### config.mk
export PLATFORM = sky130hd
export DESIGN_NAME = exec_sequencer
export DESIGN_NICKNAME = d
export VERILOG_FILES = /design/src/rtl/exec_sequencer.sv
export SDC_FILE = /design/constraint.sdc
export NUM_CORES = 1
export LEC_CHECK = 0
export CAP_MARGIN = 10
export CORE_MARGIN = 2
export CORE_UTILIZATION = 48
export CTS_CLUSTER_SIZE = 30
export DETAILED_ROUTE_END_ITERATION = 10
export GPL_TIMING_DRIVEN = 0
export HOLD_SLACK_MARGIN = 0.12
export MAX_ROUTING_LAYER = met4
export PLACE_DENSITY = 0.93
export SYNTH_ARGS = -nofsm -noshare
export SYNTH_HDL_FRONTEND = slang
export SYNTH_SLANG_ARGS = --single-unit
### constraint.sdc
create_clock -name clk_i -period 5.41 [get_ports clk_i]
set_input_delay 1.082 -clock clk_i [delete_from_list [all_inputs] [get_ports clk_i]]
set_output_delay 1.082 -clock clk_i [all_outputs]
set_load 0.005 [all_outputs]
### src/rtl/exec_sequencer.sv
// Instruction sequencer for the microcoded integer datapath: fetches into IR,
// steps the decoder micro-state, and retires or traps each instruction.
module exec_sequencer #(
    parameter logic [63:0] RESET_VECTOR = 64'hFFFF_FFFF_FFFF_FF00,
    parameter logic [63:0] TRAP_VECTOR  = 64'hFFFF_FFFF_FFFF_FE00,
    parameter int unsigned MAX_STEPS    = 7
) (
    input  logic        clk_i,
    input  logic        reset_i,
    output logic [63:0] iadr_o,
    output logic        istb_o,
    input  logic        iack_i,
    input  logic [31:0] idat_i,
    output logic [31:0] ir_o,
    output logic [2:0]  cstate_o,
    input  logic [2:0]  nstate_i,
    input  logic        defined_i,
    input  logic        stall_i,
    output logic [63:0] pc_o,
    output logic        retire_o,
    output logic        trap_o,
    output logic [1:0]  cause_o,
    output logic [63:0] epc_o
);

    localparam int unsigned XLEN    = 64;
    localparam int unsigned ILEN    = 32;
    localparam int unsigned CS_W    = 3;
    localparam int unsigned STEP_W  = 4;
    localparam int unsigned CAUSE_W = 2;

    localparam logic [1:0] S_FETCH  = 2'd0;
    localparam logic [1:0] S_EXEC   = 2'd1;
    localparam logic [1:0] S_RETIRE = 2'd2;
    localparam logic [1:0] S_TRAP   = 2'd3;

    localparam logic [CS_W-1:0]    CS_START      = CS_W'(0);
    localparam logic [CS_W-1:0]    CS_IDLE       = CS_W'(3);
    localparam logic [ILEN-1:0]    IR_NOP        = ILEN'(32'h0000_0013);
    localparam logic [CAUSE_W-1:0] CAUSE_NONE    = CAUSE_W'(0);
    localparam logic [CAUSE_W-1:0] CAUSE_ILLEGAL = CAUSE_W'(1);
    localparam logic [CAUSE_W-1:0] CAUSE_TIMEOUT = CAUSE_W'(2);
    localparam logic [STEP_W-1:0]  STEP_LIMIT    = STEP_W'(MAX_STEPS);
    localparam logic [XLEN-1:0]    PC_INC        = XLEN'(4);

    logic [1:0]         state_q,  state_d;
    logic [XLEN-1:0]    pc_q,     pc_d;
    logic [ILEN-1:0]    ir_q,     ir_d;
    logic [CS_W-1:0]    cstate_q, cstate_d;
    logic [STEP_W-1:0]  step_q,   step_d;
    logic [STEP_W-1:0]  step_inc;
    logic               istb_q,   istb_d;
    logic               retire_q, retire_d;
    logic               trap_q,   trap_d;
    logic [CAUSE_W-1:0] cause_q,  cause_d;
    logic [XLEN-1:0]    epc_q,    epc_d;

    // Next-state and next-output logic; every output flop follows the state it enters.
    always_comb begin
        state_d  = state_q;
        pc_d     = pc_q;
        ir_d     = ir_q;
        cstate_d = cstate_q;
        step_d   = step_q;
        cause_d  = cause_q;
        epc_d    = epc_q;
        istb_d   = 1'b0;
        retire_d = 1'b0;
        trap_d   = 1'b0;
        step_inc = step_q + STEP_W'(1);

        case (state_q)
            S_FETCH: begin
                if (istb_q && iack_i) begin
                    ir_d     = idat_i;
                    cstate_d = CS_START;
                    step_d   = '0;
                    state_d  = S_EXEC;
                end
            end
            S_EXEC: begin
                if ((cstate_q == CS_START) && !defined_i) begin
                    state_d = S_TRAP;
                    cause_d = CAUSE_ILLEGAL;
                    epc_d   = pc_q;
                end else if (!stall_i) begin
                    cstate_d = nstate_i;
                    step_d   = step_inc;
                    // Completion wins over a timeout on the same step.
                    if (nstate_i == CS_IDLE) begin
                        state_d = S_RETIRE;
                    end else if (step_inc == STEP_LIMIT) begin
                        state_d = S_TRAP;
                        cause_d = CAUSE_TIMEOUT;
                        epc_d   = pc_q;
                    end
                end
            end
            S_RETIRE: begin
                pc_d    = pc_q + PC_INC;
                state_d = S_FETCH;
            end
            S_TRAP: begin
                pc_d    = TRAP_VECTOR;
                state_d = S_FETCH;
            end
            default: begin
                state_d = S_FETCH;
            end
        endcase

        // Decoder sees idle whenever no instruction is being stepped.
        if (state_d != S_EXEC) begin
            cstate_d = CS_IDLE;
        end

        istb_d   = (state_d == S_FETCH);
        retire_d = (state_d == S_RETIRE);
        trap_d   = (state_d == S_TRAP);
    end

    always_ff @(posedge clk_i) begin
        if (reset_i) begin
            state_q  <= S_FETCH;
            pc_q     <= RESET_VECTOR;
            ir_q     <= IR_NOP;
            cstate_q <= CS_IDLE;
            step_q   <= '0;
            istb_q   <= 1'b0;
            retire_q <= 1'b0;
            trap_q   <= 1'b0;
            cause_q  <= CAUSE_NONE;
            epc_q    <= '0;
        end else begin
            state_q  <= state_d;
            pc_q     <= pc_d;
            ir_q     <= ir_d;
            cstate_q <= cstate_d;
            step_q   <= step_d;
            istb_q   <= istb_d;
            retire_q <= retire_d;
            trap_q   <= trap_d;
            cause_q  <= cause_d;
            epc_q    <= epc_d;
        end
    end

    assign iadr_o   = pc_q;
    assign pc_o     = pc_q;
    assign istb_o   = istb_q;
    assign ir_o     = ir_q;
    assign cstate_o = cstate_q;
    assign retire_o = retire_q;
    assign trap_o   = trap_q;
    assign cause_o  = cause_q;
    assign epc_o    = epc_q;

endmodule

==> CHANGELOG.md, run 1 <==
### Physical design

* Clock slew at reported path FFs at 0.07 ns
* Final Hold Vio Count at 0
* Synth unique cells at 48
* Outcome: complete, no violations
* Post-DRT Antenna Nets at 0
* Top cells by count, synth: dfxtp_1, nand2_1, nor2_1, buf_4, mux2i_1
* DIE AREA at 16370 sq um
* Leakage at approximately 4.7 nW
* Async SR Flop Fraction at 0%
* Max Fclk at 299.3 MHz
* Most numerous logic cells after layout: clkdlybuf4s50_1, dfxtp_1, nand2_1
* Syn-to-layout area delta at 47.52%
* Hold/Removal Path Class: flip-flop to flip-flop
* Worst Setup SP: stall_i
* Setup Buffers After CTS at 0
* CTS resizes at 0
* Clk sinks at 170
* Predominant post-synthesis flop cell: dfxtp_1
* R2R setup slack at between 2 and 2.5 ns
* FF-to-FF path depth at 6
* Final min period at 3.341 ns
* Setup CP Type: primary input to flip-flop
* Max Slew Vio Count at 0
* Initial DRC Count at about 420
* Area leader share at 46.15%
* Ys cells at ~830
* Clock group share of total power at 46.9%
run 1: cells by family after synthesis:
group,share of synthesized area (%)
compound gates,7.720
simple gates,22.90
mux,8.687
buf+inv,10.18
flops,46.15
fa+ha+maj,0.5090
other cells,0.05085
xor+xnor,3.800
run 1: final cells by class:
cell class                      count  area (sq um)  share of cell area (%)
Tap cell                          188         235.2                   2.162
Clock buffer                       24         501.7                   4.612
Timing Repair Buffer              264          2643                   24.29
Sequential cell                   170          3403                   31.28
Multi-Input combinational cell    537          3239                   29.78
Buffer                            118         716.9                   6.590
Clock inverter                      8         106.4                  0.9776
Inverter                            9         33.78                  0.3105
run 1: stage by stage:
stage / hold WS (ns) / setup WS (ns) / total power, mW
after global routing: 0.4696 / 1.909 / 2.735
final: 0.4532 / 2.069 / 2.664
after global placement: 0.4417 / 1.681 / 1.439
after detailed placement: 0.4470 / 1.601 / 1.443
after floorplan: 0.4504 / 2.784 / 1.362
after CTS: 0.4555 / 2.072 / 2.675
run 1: worst min path at each step:
stage,from,endpoint,slack [ns],cells past startpoint
2_1_floorplan,cause_o[1],cause_o[1],0.45,2
5_1_grt,ir_o[15],ir_o[15],0.47,2
3_3_place_gp,ir_o[22],ir_o[22],0.44,2
4_1_cts,ir_o[15],ir_o[15],0.46,2
3_5_place_dp,ir_o[15],ir_o[15],0.45,2
6_report,ir_o[15],ir_o[15],0.45,2
run 1: routing by layer:
metal  vias to the layer above  global-route usage [%]  share of wire, %
met2                       356                   48.85                50
met4                         0                   13.19               3.1
met5                         -                       -                 0
met3                        65                   6.344               8.3
met1                      3339                   29.82                38
li1                       3375                       -                 -
run 1: state kept, by name, indices dropped and copies added, names as in the netlist:
name,count
cause_o,2
step_q,4
retire_o,1
trap_o,1
cstate_o,3
istb_o,1
state_q,2
ir_o,32
epc_o,62
iadr_o,62
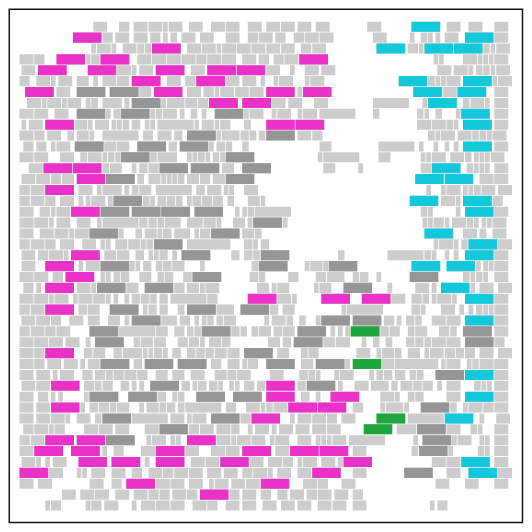
Figure 1: run 1, sequential cells coloured by netlist name.
(4 px per um)
- green: step_q (placed flops 4)
- cyan: ir_o (placed flops 32; where a vertical strip on the right)
- magenta: epc_o (placed flops 62)
sequential cell power: 1.28 mW
Reg area: 3403 sq um
Seq/total area: 31.28%

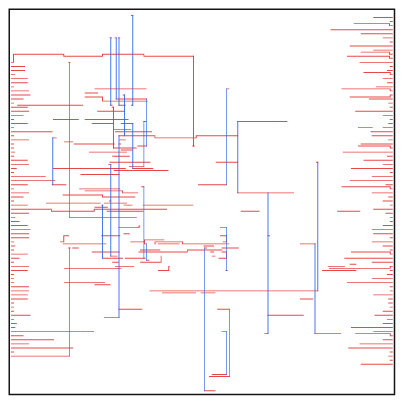
Figure 2: run 1, signal wires by layer.
(3 px per um) Only two layers are drawn.
- blue: met4 (wire length 713 um)
- red: met3 (wire length 1900 um)
gr usage total: 27.85%
post-DR wirelength/cell: 17.33 um

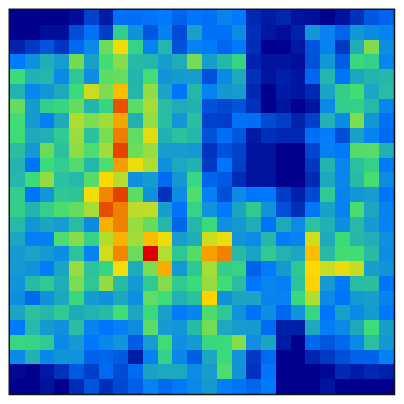
Figure 3: run 1, wiring heat map.
(3 px per um) The die is cut into 26 by 26 equal tiles; dark blue is low, red is high, scaled to the fullest tile. Values are wire area over tile area, all layers added.
- nearly empty tiles: 5.5%
- densest ninth of the die: middle left
- mean over tiles: 0.23
- tiles over half the peak: 17%
- fullest tile: 0.69
Total Routed Length: 22.85 mm
Via Count: 7135

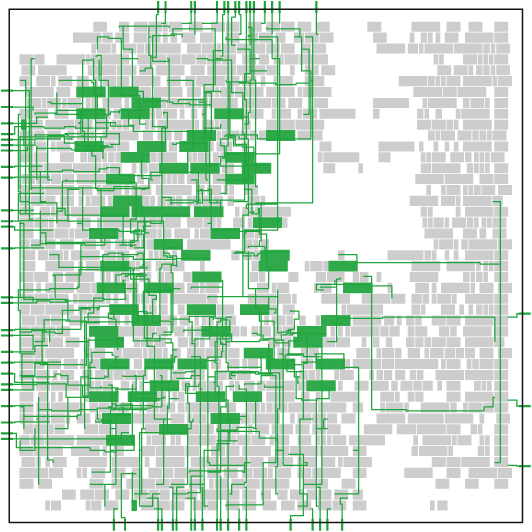
Figure 4: run 1, port wiring.
(4 px per um)
- green: iadr_o (direction output; end cells 64; buffers 64; wire 5260 um)
# IOs: 272
IO buf count: 264

Figure 5. Cell outlines without signal wires (run 1).
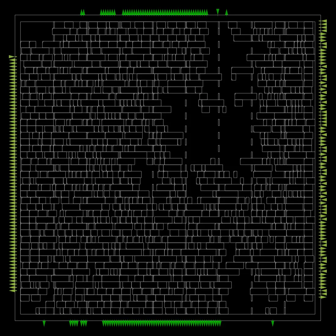

--- run 2 (diff from run 1) ---
--- a/config.mk
+++ b/config.mk
@@ -7,13 +7,13 @@
 export LEC_CHECK = 0
 export CAP_MARGIN = 10
 export CORE_MARGIN = 2
-export CORE_UTILIZATION = 48
+export CORE_UTILIZATION = 40
 export CTS_CLUSTER_SIZE = 30
 export DETAILED_ROUTE_END_ITERATION = 10
 export GPL_TIMING_DRIVEN = 0
 export HOLD_SLACK_MARGIN = 0.12
 export MAX_ROUTING_LAYER = met4
-export PLACE_DENSITY = 0.93
+export PLACE_DENSITY = 0.83
 export SYNTH_ARGS = -nofsm -noshare
 export SYNTH_HDL_FRONTEND = slang
 export SYNTH_SLANG_ARGS = --single-unit
==> constraint.sdc (replaced) <==
create_clock -name clk_i -period 2.74 [get_ports clk_i]
set_input_delay 0.548 -clock clk_i [delete_from_list [all_inputs] [get_ports clk_i]]
set_output_delay 0.548 -clock clk_i [all_outputs]
set_load 0.005 [all_outputs]
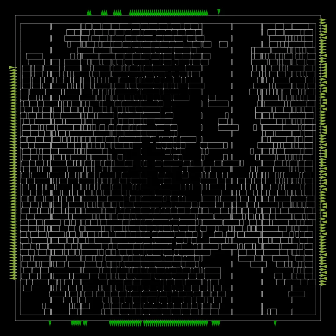
Figure 6: run 2, cell outlines without signal wires.
Seq/total area: 31.14%
final core utilization: 60.78%
flip-flops: 170
Tapcell Cnt: 229
fill count: 1547

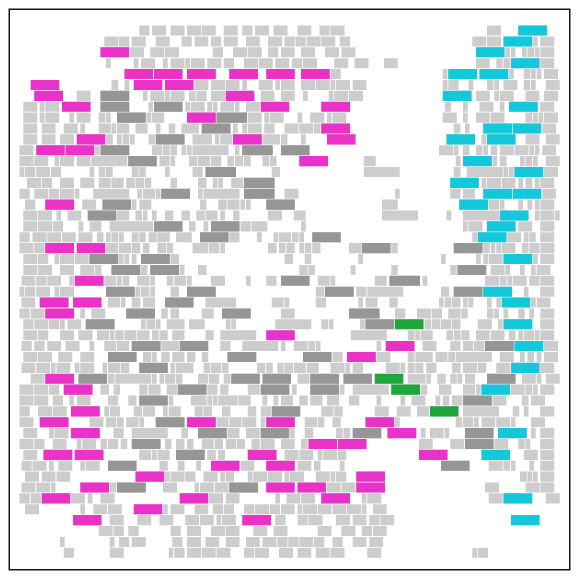
Figure 7: run 2, sequential cells coloured by netlist name.
(4 px per um)
Reg area: 3412 sq um
sequential cell power: 2.52 mW

==> run 2 against run 1 <==
Clock power increased by 86%. Sequential power up 97%. Final cell count up 3.0%. Sequential share of layout area fell by 0.14 points. Clock-buffer cell count decreased by 5. Final area is 0.70% higher. Worst setup slack worse by 2.0 ns. Hold slack better by 0.0019 ns. Synthesized area unchanged. Wire length down 2.5%. Critical path type is now flip-flop to flip-flop. Highest routed layer unchanged.
==> CHANGELOG.md, run 2 <==
### Physical design

* Clock slew at reported path FFs at 0.07 ns (about the same)
* Max Slew Vio Count at 0 (unchanged)
* FF-to-FF path depth at 8 (+2)
* Fp util at 40.91%
* Final min period at 2.641 ns
* Clk latency late pin at ~0.43 ns
* Syn-to-layout area delta at 48.56%
* Grt met2 use at 38.02% (-11 points)
* Outcome: complete, no violations
* Place WS at -0.4933 ns (-2.094 ns)
* Cts bufs inserted at 17
* Via Count at 6962 (-2.4%)
* Post-DRT Antenna Nets at 0 (unchanged)
* Total Routed Length at 22.27 mm (-2.5%)
* Max Fclk at approximately 380 MHz
* Area leader share at 46.15% (unchanged)
* Leakage at 4.730 nW (about the same)
* Ys cells at 829 (unchanged)
* Async SR Flop Fraction at 0% (unchanged)
* # IOs at 272 (unchanged)
* Initial DRC Count at 306 (-27%)
* Setup CP Type: flip-flop to flip-flop
* Synth unique cells at 48 (unchanged)
* Gr usage total at 22.99% (-4.9 points)
* Met3 Resource Use GR at 4.680% (-1.7 points)
* Pwr Total at 5.118 mW (+92%)
* DIE AREA at 19540 sq um (+19%)
* Hold depth at 2 (unchanged)
* Final Hold Vio Count at 0 (unchanged)
* Hold endpoint: ir_o[22]
* Setup ws final at 0.09902 ns (-1.970 ns)
* Clk sinks at 170 (unchanged)
* R2R setup slack at 0.1 ns (-2.29 ns)
* Layout Cells excl Fill at 1357
* Hold/Removal Path Class: flip-flop to flip-flop
* Setup Buffers After CTS at 0 (unchanged)
* Worst Min Path Start: ir_o[22]
* Met1 track demand over resource at 27.82% (-2.0 points)
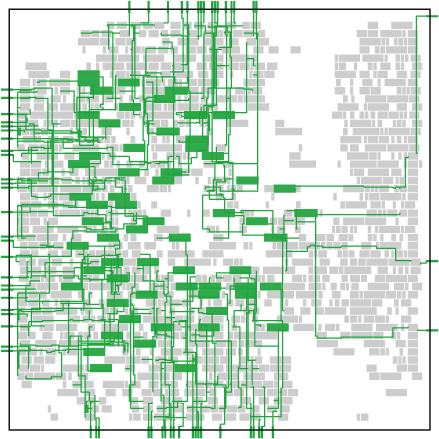
Figure 8: run 2, port wiring.
(3 px per um)

run 2: cell counts after synthesis:
Identical to the previous run, type by type.
run 2: cells by family after synthesis:
logic type / share of synthesized area, %
compound gates: 7.720
simple gates: 22.90
xor+xnor: 3.800
mux: 8.687
flops: 46.15
buf+inv: 10.18
other cells: 0.05085
fa+ha+maj: 0.5090
run 2: what timing repair did:
action / in CTS / in global routing
endpoints found under the setup margin: 33 / 59
pin swaps: 0 / 0
resized: 10 / 23
run 2: how the worst max path moves through the flow:
| stage | start | to | slack [ns] | cells past startpoint |
|---|---|---|---|---|
| final | iadr_o[14] | iadr_o[46] | 0.1 | 8 |
| after global routing | iadr_o[4] | iadr_o[46] | 0.01 | 8 |
| after CTS | step_q[1] | epc_o[27] | 0.0004 | 8 |
| after detailed placement | stall_i | epc_o[6] | -0.49 | 7 |
| after global placement | stall_i | epc_o[6] | -0.47 | 7 |
| after floorplan | iadr_o[2] | iadr_o[50] | 0.15 | 9 |
run 2: power breakdown:
group	switching, mW	leakage [nW]	internal (mW)
Clock	1.02	0.269	1.30
Sequential	0.0167	1.37	2.50
Combinational	0.140	3.09	0.137
Total	1.18	4.73	3.94
run 2: area by class of cell:
type | count | area (sq um)
buffer | 116 | 723.2
clock buffer | 19 | 452.9
clock inverter | 13 | 120.1
fill | 1547 | 7069
inverter | 9 | 33.78
multi-input combinational | 537 | 3284
sequential | 170 | 3412
tap | 229 | 286.5
timing repair buffer | 264 | 2643
run 2: per-layer routing:
metal	wire length (um)	part of all wire (%)
met5	0	0
met4	539	2.4
met3	1371	6.2
met2	10790	48
met1	9567	43
run 2: worst register-to-register path, delay by kind of cell (launching register included):
| kind | cells | cell delay [ns] |
|---|---|---|
| flops | 1 | 0.44 |
| simple gates | 5 | 1.68 |
| buf+inv | 3 | 0.47 |
Figure 9. Wiring heat map (run 2).
(3 px per um) The die is cut into 28 by 28 equal tiles; dark blue is low, red is high, scaled to the fullest tile. Values are wire area over tile area, all layers added.
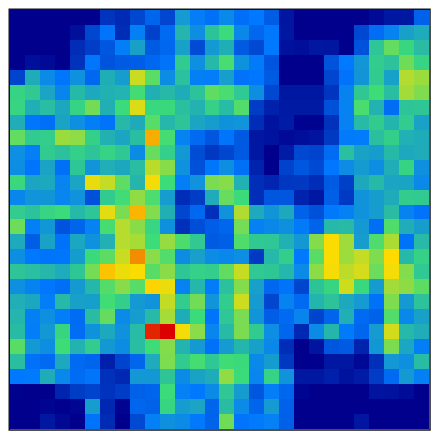

--- run 3 (diff from run 2) ---
--- a/config.mk
+++ b/config.mk
@@ -10,7 +10,6 @@
 export CORE_UTILIZATION = 40
 export CTS_CLUSTER_SIZE = 30
 export DETAILED_ROUTE_END_ITERATION = 10
-export GPL_TIMING_DRIVEN = 0
 export HOLD_SLACK_MARGIN = 0.12
 export MAX_ROUTING_LAYER = met4
 export PLACE_DENSITY = 0.83
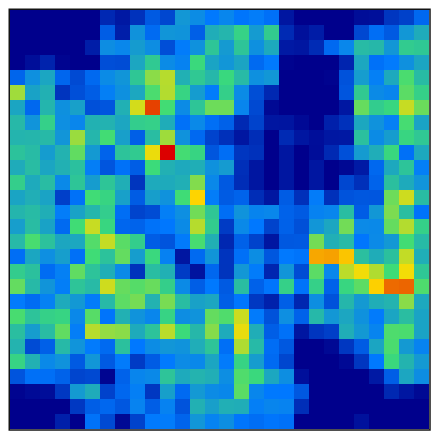
Figure 10: run 3, wiring heat map.
(3 px per um) The die is cut into 28 by 28 equal tiles; dark blue is low, red is high, scaled to the fullest tile. Values are wire area over tile area, all layers added.
post-DR wirelength/cell: 16.31 um
Via Count: 6647
Total Routed Length: 20.75 mm
gr usage total: 21.50%

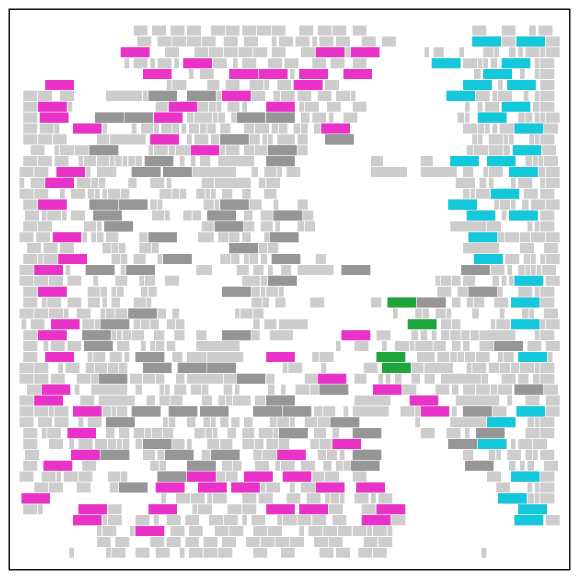
Figure 11: run 3, sequential cells coloured by netlist name.
(4 px per um)
final core utilization: 58.35%
Reg area: 3403 sq um
Seq/total area: 32.36%

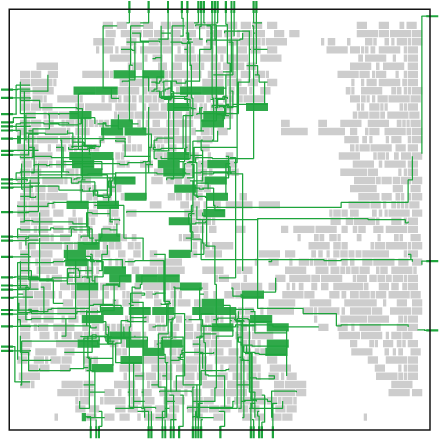
Figure 12: run 3, port wiring.
(3 px per um)
- green: iadr_o (direction output; end cells 64; buffers 77; wire 5250 um)
IO buf count: 265

==> run 3 against run 2 <==
Global-route usage fell by 1.5 points. Sequential cell count did not move. Register-to-register slack better by 0.20 ns. Die area is the same. Utilization decreased by 2.4 points. Highest routed layer unchanged.
==> CHANGELOG.md, run 3 <==
### Physical design

* Outcome: complete, no violations
* Final min period at 2.440 ns (-0.2010 ns)
* Max Fclk at 409.8 MHz (+8.2%)
* DIE AREA at 19540 sq um (unchanged)
* Hold endpoint: ir_o[28]
* Setup Buffers After CTS at 0 (unchanged)
* Yosys xor share at 3.800% (unchanged)
* Clk sinks at 170 (unchanged)
* Die Width at 139.8 um
* Hold/Removal Path Class: flip-flop to flip-flop
* AND-OR/OR-AND Cells, Area Fraction at 7.720% (unchanged)
* Async SR Flop Fraction at 0% (unchanged)
* Initial DRC Count at 264 (-14%)
* Leakage at 4.531 nW (-4.2%)
* Fill count at 1561 (+0.90%)
* Final Hold Vio Count at 0 (unchanged)
* Area leader share at 46.15% (unchanged)
* CTS resizes at 0 (-10)
* R2R setup slack at 0.30 ns (+0.20 ns)
* Post-DRT Antenna Nets at 0 (unchanged)
* Worst Min Path Start: ir_o[28]
* Clock Skew at 0.01079 ns
* Dominant combinational family: simple AND/OR/NAND/NOR gates
* Clock slew at reported path FFs at 0.07 ns (about the same)
* Clk latency late pin at 0.42 ns (about the same)
* DR pass1 iterations at 5
* # hold bufs at CTS at 0
* Logic cell area at 3274 sq um (-0.30%)
* Setup CP Type: flip-flop to flip-flop
* # IOs at 272 (unchanged)
* Synth unique cells at 48 (unchanged)
* Hold depth at 2 (unchanged)
* Pwr Total at 5.282 mW (+3.2%)
* Ys cells at 829 (unchanged)
* Max stage delay on crit path at 0.62 ns
-- run 3: cell families after synthesis --
| group | count (synthesis) |
|---|---|
| other cells | 1 |
| fa+ha+maj | 3 |
| xor+xnor | 32 |
| buf+inv | 127 |
| compound gates | 93 |
| mux | 64 |
| flops | 170 |
| simple gates | 339 |
-- run 3: metrics by stage --
step	setup slack [ns]	std cells
after floorplan	0.1545	834
after global routing	0.1494	1272
after detailed placement	0.1740	1241
after CTS	0.2972	1272
final	0.3000	1272
after global placement	0.2724	1241
-- run 3: worst max-delay path by stage --
| stage | cells past startpoint | startpoint | to | slack, ns |
|---|---|---|---|---|
| after global placement | 7 | defined_i | epc_o[25] | 0.27 |
| after detailed placement | 6 | stall_i | epc_o[24] | 0.17 |
| after global routing | 6 | state_q[1] | iadr_o[59] | 0.15 |
| after floorplan | 9 | iadr_o[2] | iadr_o[50] | 0.15 |
| after CTS | 6 | iadr_o[3] | iadr_o[40] | 0.30 |
| final | 5 | iadr_o[13] | iadr_o[44] | 0.30 |
-- run 3: power by group --
part	leakage (nW)	switching (mW)	total (mW)	internal [mW]
Sequential	1.37	0.0189	2.52	2.50
Combinational	2.86	0.128	0.261	0.133
Clock	0.297	0.989	2.50	1.51
-- run 3: final cells by class --
class	instances	share of cell area (%)
tap	229	2.724
inverter	9	0.3212
sequential	170	32.36
multi-input combinational	537	31.13
clock buffer	22	4.509
clock inverter	9	1.309
timing repair buffer	296	27.65
-- run 3: worst min-delay path: stages (launching register included) --
cell	delay (ns)
dfxtp_1	0.31
nand2_1	0.05
a21oi_1	0.05
-- run 3: layer usage --
layer,track usage [%],routed length (um)
met1,26.26,9114
met2,36.05,10030
met3,4.714,1299
met4,5.684,304
met5,-,0
Power figures rest on the tool's default switching activity, not on a simulated workload.
